Figure 1. Cell sizes after repair (run 1).
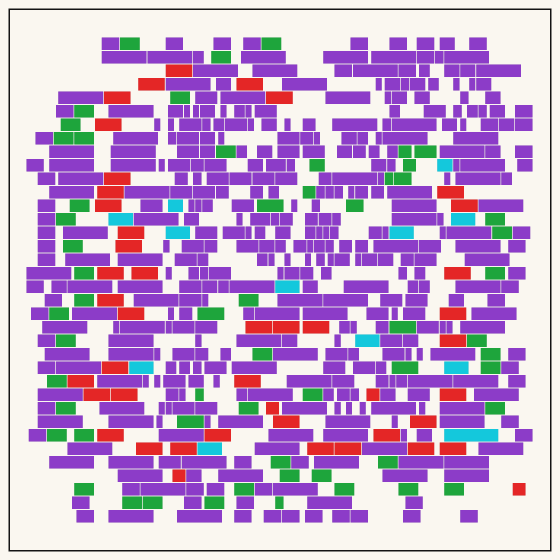
Figure 2. Signal wires by layer (run 1).
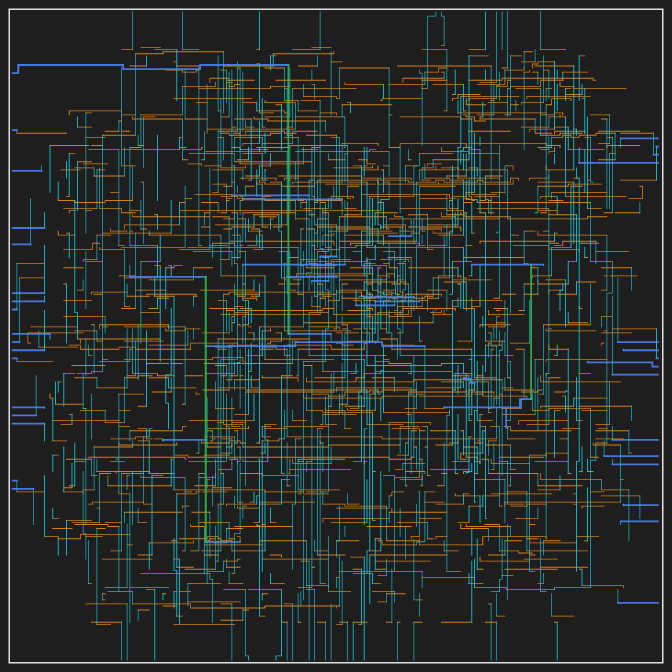
Figure 3. Cell outlines without signal wires (run 1).
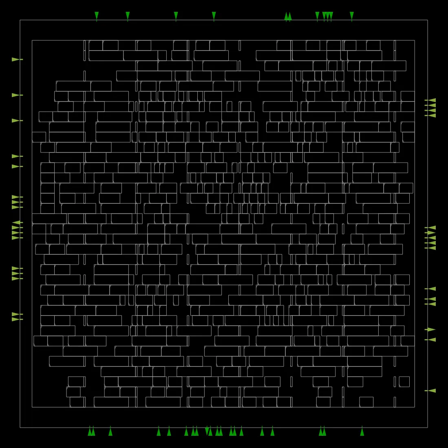
[src/rtl/pwm_pkg.sv]
// Shared constants for the multi-channel PWM block.
// Mode encodings and default sizing.
package pwm_pkg;

    localparam int NCH_DEF = 4;
    localparam int W_DEF   = 8;

    typedef enum logic {
        MODE_EDGE   = 1'b0,
        MODE_CENTER = 1'b1
    } mode_e;

endpackage

[src/rtl/pwm_channel.sv]
// One PWM channel: duty compare, polarity and output register.
// Output follows the counter one clk later.
module pwm_channel
    import pwm_pkg::*;
#(
    parameter int W = W_DEF
) (
    input  logic         clk,
    input  logic         rst,
    input  logic         enable,
    input  logic [W-1:0] cnt,
    input  logic [W-1:0] duty,
    input  logic         polarity,
    output logic         pwmout
);

    always_ff @(posedge clk or negedge rst) begin
        if (!rst) begin
            pwmout <= 1'b0;
        end else if (!enable) begin
            pwmout <= polarity;
        end else begin
            pwmout <= (cnt < duty) ^ polarity;
        end
    end

endmodule

[src/rtl/pwm_multich.sv]
// Multi-channel PWM: prescaler, shared period counter,
// double-buffered mode/period/duty, NCH output channels.
module pwm_multich
    import pwm_pkg::*;
#(
    parameter int NCH = NCH_DEF,
    parameter int W   = W_DEF
) (
    input  logic           clk,
    input  logic           rst,
    input  logic           enable,
    input  logic           mode,
    input  logic [7:0]     div,
    input  logic [W-1:0]   period,
    input  logic [NCH*W-1:0] duty,
    input  logic [NCH-1:0] polarity,
    input  logic           load,
    output logic [NCH-1:0] pwmout,
    output logic           cycle_start,
    output logic           load_ack
);

    logic [7:0]       pc;
    logic [W-1:0]     cnt;
    logic [W-1:0]     cnt_nxt;
    logic             dir;
    logic             dir_nxt;
    logic             wrap;
    logic             tick;
    logic             boundary;
    logic             pending;
    mode_e            sh_mode;
    mode_e            act_mode;
    logic [W-1:0]     sh_period;
    logic [W-1:0]     act_period;
    logic [NCH*W-1:0] sh_duty;
    logic [NCH*W-1:0] act_duty;

    assign tick     = enable && (pc == div);
    assign boundary = tick && wrap;

    // Center mode visits each value twice per period:
    // 0..P-1 going up, then P-1..0 going down (dir=1).
    always_comb begin
        cnt_nxt = cnt;
        dir_nxt = dir;
        wrap    = 1'b0;
        if (act_mode == MODE_EDGE) begin
            if (cnt >= act_period) begin
                wrap = 1'b1;
            end else begin
                cnt_nxt = cnt + 1'b1;
            end
        end else if (act_period == '0) begin
            wrap = 1'b1;
        end else if (!dir) begin
            if (cnt >= act_period - 1'b1) begin
                dir_nxt = 1'b1;
            end else begin
                cnt_nxt = cnt + 1'b1;
            end
        end else if (cnt == '0) begin
            wrap = 1'b1;
        end else begin
            cnt_nxt = cnt - 1'b1;
        end
        if (wrap) begin
            cnt_nxt = '0;
            dir_nxt = 1'b0;
        end
    end

    always_ff @(posedge clk or negedge rst) begin
        if (!rst) begin
            sh_mode   <= MODE_EDGE;
            sh_period <= '0;
            sh_duty   <= '0;
        end else if (load) begin
            sh_mode   <= mode_e'(mode);
            sh_period <= period;
            sh_duty   <= duty;
        end
    end

    always_ff @(posedge clk or negedge rst) begin
        if (!rst) begin
            pc          <= '0;
            cnt         <= '0;
            dir         <= 1'b0;
            pending     <= 1'b0;
            cycle_start <= 1'b0;
            load_ack    <= 1'b0;
            act_mode    <= MODE_EDGE;
            act_period  <= '0;
            act_duty    <= '0;
        end else begin
            pending     <= load | (enable & pending & ~boundary);
            cycle_start <= boundary;
            load_ack    <= boundary & pending;
            if (!enable) begin
                pc         <= '0;
                cnt        <= '0;
                dir        <= 1'b0;
                act_mode   <= sh_mode;
                act_period <= sh_period;
                act_duty   <= sh_duty;
            end else begin
                pc <= tick ? 8'd0 : pc + 8'd1;
                if (tick) begin
                    cnt <= cnt_nxt;
                    dir <= dir_nxt;
                end
                if (boundary && pending) begin
                    act_mode   <= sh_mode;
                    act_period <= sh_period;
                    act_duty   <= sh_duty;
                end
            end
        end
    end

    for (genvar i = 0; i < NCH; i++) begin : g_ch
        pwm_channel #(
            .W(W)
        ) u_ch (
            .clk     (clk),
            .rst     (rst),
            .enable  (enable),
            .cnt     (cnt),
            .duty    (act_duty[i*W +: W]),
            .polarity(polarity[i]),
            .pwmout  (pwmout[i])
        );
    end

endmodule
[config.mk]
export PLATFORM = sky130hd
export DESIGN_NAME = pwm_multich
export DESIGN_NICKNAME = d
export VERILOG_FILES = /design/src/rtl/pwm_pkg.sv /design/src/rtl/pwm_channel.sv /design/src/rtl/pwm_multich.sv
export SDC_FILE = /design/constraint.sdc
export NUM_CORES = 1
export LEC_CHECK = 0
export CORE_MARGIN = 3
export CORE_UTILIZATION = 55
export DETAILED_ROUTE_END_ITERATION = 7
export GPL_ROUTABILITY_DRIVEN = 0
export PLACE_DENSITY_LB_ADDON = 0.15
export SLEW_MARGIN = 20
export SYNTH_ARGS = -nofsm -noshare
export SYNTH_HDL_FRONTEND = slang
export SYNTH_HIERARCHICAL = 1
export SYNTH_SLANG_ARGS = --single-unit
export TNS_END_PERCENT = 10
[constraint.sdc]
create_clock -name clk -period 5.6 [get_ports clk]
set_input_delay 1.12 -clock clk [delete_from_list [all_inputs] [get_ports clk]]
set_output_delay 1.12 -clock clk [all_outputs]
set_load 0.01 [all_outputs]
==> impl_metrics.env, run 1 <==
# yosys + openroad results
export IMPL_dieArea_sq_um=11800
export IMPL_r2r_start="cnt[0]"
export IMPL_drt_iter0_markers=138
export IMPL_cts_buffers=9
export IMPL_logic_family="multiplexers"
export IMPL_final_area_sq_um=6670
export IMPL_synthesis_nets=569
export IMPL_ys_area_sq_um=5810
export IMPL_finalHoldViolCount=0
export IMPL_top_area_frac=0.456
export IMPL_warnings=30
export IMPL_synth_top_cell_by_count="dfrtp_1"
export IMPL_dp_hpwl_um=7660
export IMPL_synthTopCellsByArea="dfrtp_1 46%, ha_1 11%, mux2_4 10%"
export IMPL_finalSetupViolCount=0
export IMPL_power_mw=1.74
export IMPL_yosys_warnings=6
export IMPL_cts_htree_levels=3
export IMPL_ctsHoldBuffers=0
export IMPL_die_h_um=109
export IMPL_p_leak_nw=3.20
export IMPL_skew_ns=0.0116
export IMPL_clkTransAtPathRegs_ns=0.10
export IMPL_diodes=0
export IMPL_status="completed"
export IMPL_dr_pass1_iters=4
export IMPL_layout_drive_gt1_share=0.216
export IMPL_clk_latency_ns=0.37
export IMPL_path_class="input port to register"
export IMPL_fin_crit_ns=3.54
export IMPL_synthTopCellsByCount="106 x dfrtp_1, 50 x ha_1, 42 x mux2_2"
export IMPL_switching_power_mw=0.472
export IMPL_slew_headroom=0.373
export IMPL_core_rowCount=36
export IMPL_synth_area_sq_um=5810
export IMPL_ys_sh_simple=0.0775
export IMPL_final_antenna_net_count=0
export IMPL_synth_area_per_cell_sq_um=12.6
export IMPL_critPathMaxStageDelay_ns=0.58
export IMPL_drv_slew=0
export IMPL_grt_pass1_vias=3767
export IMPL_path_buffers=2
export IMPL_p_clk_mw=0.469
export IMPL_busiest_layer="met2"
export IMPL_startpoint="div[7]"
export IMPL_synthMuxAreaShare=0.185
export IMPL_stdcell_count=661
export IMPL_cts_repair_resized=0
export IMPL_use_met3=0.0403
export IMPL_synth_area_leader_cell="dfrtp_1"
export IMPL_crit_arrival_ns=3.81
export IMPL_syn_inst=462
export IMPL_route_detailed_drc=0
export IMPL_powerSeq_mw=0.911
export IMPL_grtUsageMet1=0.249
export IMPL_ys_sh_adder=0.108
export IMPL_pwr_share_comb=0.208
export IMPL_tns_ns=0
export IMPL_startpoint_type="input port"
export IMPL_dpl_cell_area_sq_um=6480
export IMPL_min_path_cells=1
export IMPL_ys_ff=106
export IMPL_tightest_slew_ns=0.940
export IMPL_dpl_cell_count=645
export IMPL_power_frac_seq=0.523
export IMPL_regToRegSetupSlack_ns=2.06
export IMPL_edf_count=0
export IMPL_critical_path_top_delay_family="buffers and inverters"
export IMPL_io_buffers=62
Back to the opening pictures, Figure 1:
Key: x2 = green [cells 58]; x6 and larger = cyan [cells 12]; x1 and smaller = purple [cells 414]; x3 and x4 = red [cells 44]
post-layout worst setup margin: 2.06 ns
Signal buffers: 64
P&R area growth vs syn: 14.8%

Back to the opening pictures, Figure 2:
Key: M1 = orange [wire length 4,880 um]; M3 = blue [wire length 392 um]; M4 = green [wire length 112 um]; M2 = cyan [wire length 5,300 um]
vias post-DR: 3,670
final wirelength: 10,700 um
Avg WL per Cell: 16.2 um

Back to the opening pictures, Figure 3:
# Taps: 133
fill cell count: 781

[run 1: placed cells by master (no fill, tap or decap), drive strengths merged, types with 3 or more instances in the layout]
| cell | instances |
|---|---|
| nand2 | 4 |
| dfrtp | 106 |
| inv | 41 |
| o21a | 6 |
| clkdlybuf4s50 | 60 |
| a22o | 9 |
| ha | 50 |
| buf | 4 |
| mux2 | 82 |
| clkbuf | 10 |
| o21ai | 13 |
| xor2 | 6 |
| o311ai | 4 |
| a21o | 11 |
| a2111oi | 5 |
| and2 | 4 |
| xnor2 | 19 |
| a211oi | 3 |
| nand4 | 9 |
| nand2b | 6 |
| nor2b | 6 |
| nor2 | 24 |
| nand3 | 8 |
| and3 | 10 |
[run 1: state kept, by name, summed over array words and instances, names as in the netlist]
name,flops
act_duty,32
act_mode,1
act_period,8
cnt,8
cycle_start,1
dir,1
g_ch.u_ch/pwmout,4
load_ack,1
pc,8
pending,1
sh_duty,32
sh_mode,1
sh_period,8
[run 1: through the flow]
stage | setup WS, ns | utilization | hold WS, ns
2_1_floorplan | 2.95 | - | 0.475
3_3_place_gp | 1.77 | 0.648 | 0.487
3_5_place_dp | 1.66 | 0.648 | 0.492
4_1_cts | 2.07 | 0.667 | 0.514
5_1_grt | 1.86 | 0.667 | 0.528
6_report | 2.06 | 0.667 | 0.512
[run 1: final cells by class]
type	count	area (sq um)	area share
Sequential cell	106	2650	0.398
Tap cell	133	166	0.0249
Inverter	39	146	0.0219
Clock buffer	10	128	0.0191
Clock inverter	6	65.1	0.00975
Timing Repair Buffer	64	628	0.0941
Multi-Input combinational cell	303	2890	0.432
[run 1: routing by layer]
metal  up-vias  part of all wire
met3         8             0.037
met5         -                 0
li1       1764                 -
met4         0             0.010
met1      1834              0.46
met2        64              0.50
Figure 4. I/O nets highlighted (run 1).
Bar = 20 um.
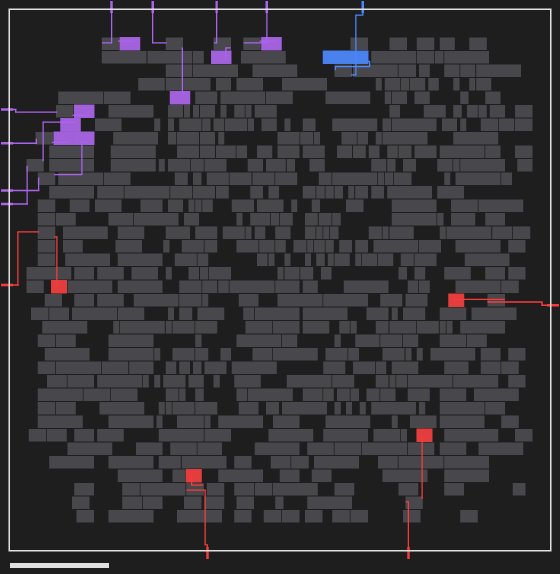

## Run 2: what changed since run 1
- CORE_UTILIZATION: 55 -> 51
- clock period: 5.6 -> 3.2 ns (I/O delays scaled with it)
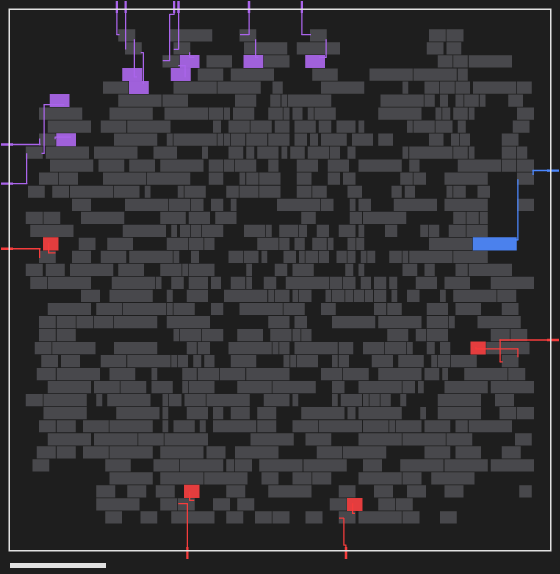
Figure 5: run 2, I/O nets highlighted.
Bar = 20 um.
Key: period = purple [direction input, edge 6 top, 2 left, end cells 8, wire 113 um]; cycle_start = blue [direction output, edge right, end cells 1, wire 17.0 um]; polarity = red [direction input, edge 2 bottom, 1 left, 1 right, end cells 4, wire 60.9 um]
Ports: 63
Port Buf Inserts: 62

==> run 2 against run 1 <==
Hold slack worse by 0.22 ns. Power increased by 88%. Via count increased by 0.52%. Final area rose by 2.9%. Sequential power rose by 75%. Count of clock-buffer cells in the layout is 1 higher. Combinational power increased by 84%. Sequential cell count stayed put. Die area rose by 7.4%. Utilization shrank 4.2 points. Clock power up 120%. Clock skew shrank 0.0038 ns.
==> impl_metrics.env, run 2 <==
# yosys + openroad results
export IMPL_crit_arrival_ns=3.28
export IMPL_final_layout_top_logic_cell="dfrtp_1"
export IMPL_dp_hpwl_um=7970
export IMPL_die_h_um=113
export IMPL_clkTransAtPathRegs_ns=0.07
export IMPL_path_class="register to register"
export IMPL_nFillCells=877
export IMPL_edf_count=0
export IMPL_status="completed"
export IMPL_skew_ns=0.00777
export IMPL_vias=3689
export IMPL_worst_slack_ns=0.154
export IMPL_dr_pass1_iters=4
export IMPL_drv_slew=0
export IMPL_fin_crit_ns=3.05
export IMPL_ys_sh_adder=0.108
export IMPL_synthTopCellsByCount="106 x dfrtp_1, 50 x ha_1, 42 x mux2_2"
export IMPL_ys_ff=106
export IMPL_synth_top_cell_by_count="dfrtp_1"
export IMPL_dpl_cell_area_sq_um=6600
export IMPL_p_leak_nw=3.30
export IMPL_warnings=30
export IMPL_tightest_slew_ns=0.959
export IMPL_power_mw=3.28
export IMPL_clk_latency_ns=0.35
export IMPL_pre_cts_slack_ns=0.231
export IMPL_layout_drive_gt1_share=0.230
export IMPL_final_antenna_net_count=0
export IMPL_synthesis_nets=569
export IMPL_drt_total_wl_um=10900
export IMPL_top_regs="act_duty x32, sh_duty x32"
export IMPL_cts_repair_resized=0
export IMPL_final_area_sq_um=6870
export IMPL_logic_family="multiplexers"
export IMPL_mostFrequentLayoutCells="106 x dfrtp_1, 60 x clkdlybuf4s50_1, 50 x ha_1, 42 x mux2_2, 40 x mux2_4"
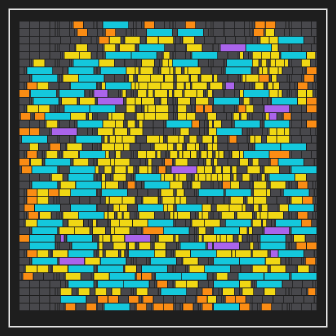
Figure 6: run 2, cell classes on the final placement.
Fill, decap, tap and diode cells in grey.
Key: remaining logic cells = yellow [cells 342, share of their area 45%]; registers = cyan [cells 106, share of their area 40%]; clock drivers and dummy loads = purple [cells 15, share of their area 4.1%]; remaining buffers and delay cells = orange [cells 75, share of their area 11%]
final core utilization: 0.625
core area: 11,000 sq um

==> run 2: cell counts after synthesis <==
Identical to the previous run, type by type.
==> run 2: area by class of cell <==
| class | instances | area (sq um) | area share |
|---|---|---|---|
| multi-input cells | 303 | 2890 | 0.420 |
| repair buffers | 75 | 736 | 0.107 |
| well taps | 140 | 175 | 0.0255 |
| flip-flops and latches | 106 | 2650 | 0.386 |
| clock buffers | 11 | 243 | 0.0353 |
| clock inverters | 4 | 28.8 | 0.00419 |
| inverters | 39 | 146 | 0.0213 |
==> run 2: power groups by stage <==
stage               combinational (mW)  sequential [mW]  clock, mW
floorplan                        0.468             1.58          0
global placement                 0.646             1.61          0
detailed placement               0.671             1.61          0
CTS                              0.678             1.59       1.06
global route                     0.749             1.61       1.11
finish                           0.669             1.59       1.02
==> run 2: layer usage <==
metal  global-route usage  wire, um
met5                    0         0
met1                0.247      4990
met4               0.0545       138
met2                0.305      5190
met3               0.0561       587
==> run 2: final timing paths <==
path	startpoint	to	slack, ns	cells after the start
setup / recovery	act_period[3]	cnt[4]	0.15	10
hold / removal	rst	cnt[0]	0.29	1
setup reg to reg	act_period[3]	cnt[4]	0.15	10
hold reg to reg	sh_duty[28]	act_duty[28]	0.50	1
max in group asynchronous	rst	sh_period[7]	2.19	2
min in group clk	sh_duty[28]	act_duty[28]	0.50	1
==> run 2: critical path, stage by stage (launching register included) <==
cell and delay, ns:
dfrtp_1 0.43, nor4_1 0.63, nand4_1 0.20, xnor2_1 0.17, ha_1 0.29, o21a_1 0.12, nor2_1 0.05, or3b_2 0.53
o21ai_0 0.25, nor2_1 0.07, a22o_2 0.20
No activity file was given, so power comes from the tool's default toggle rates.
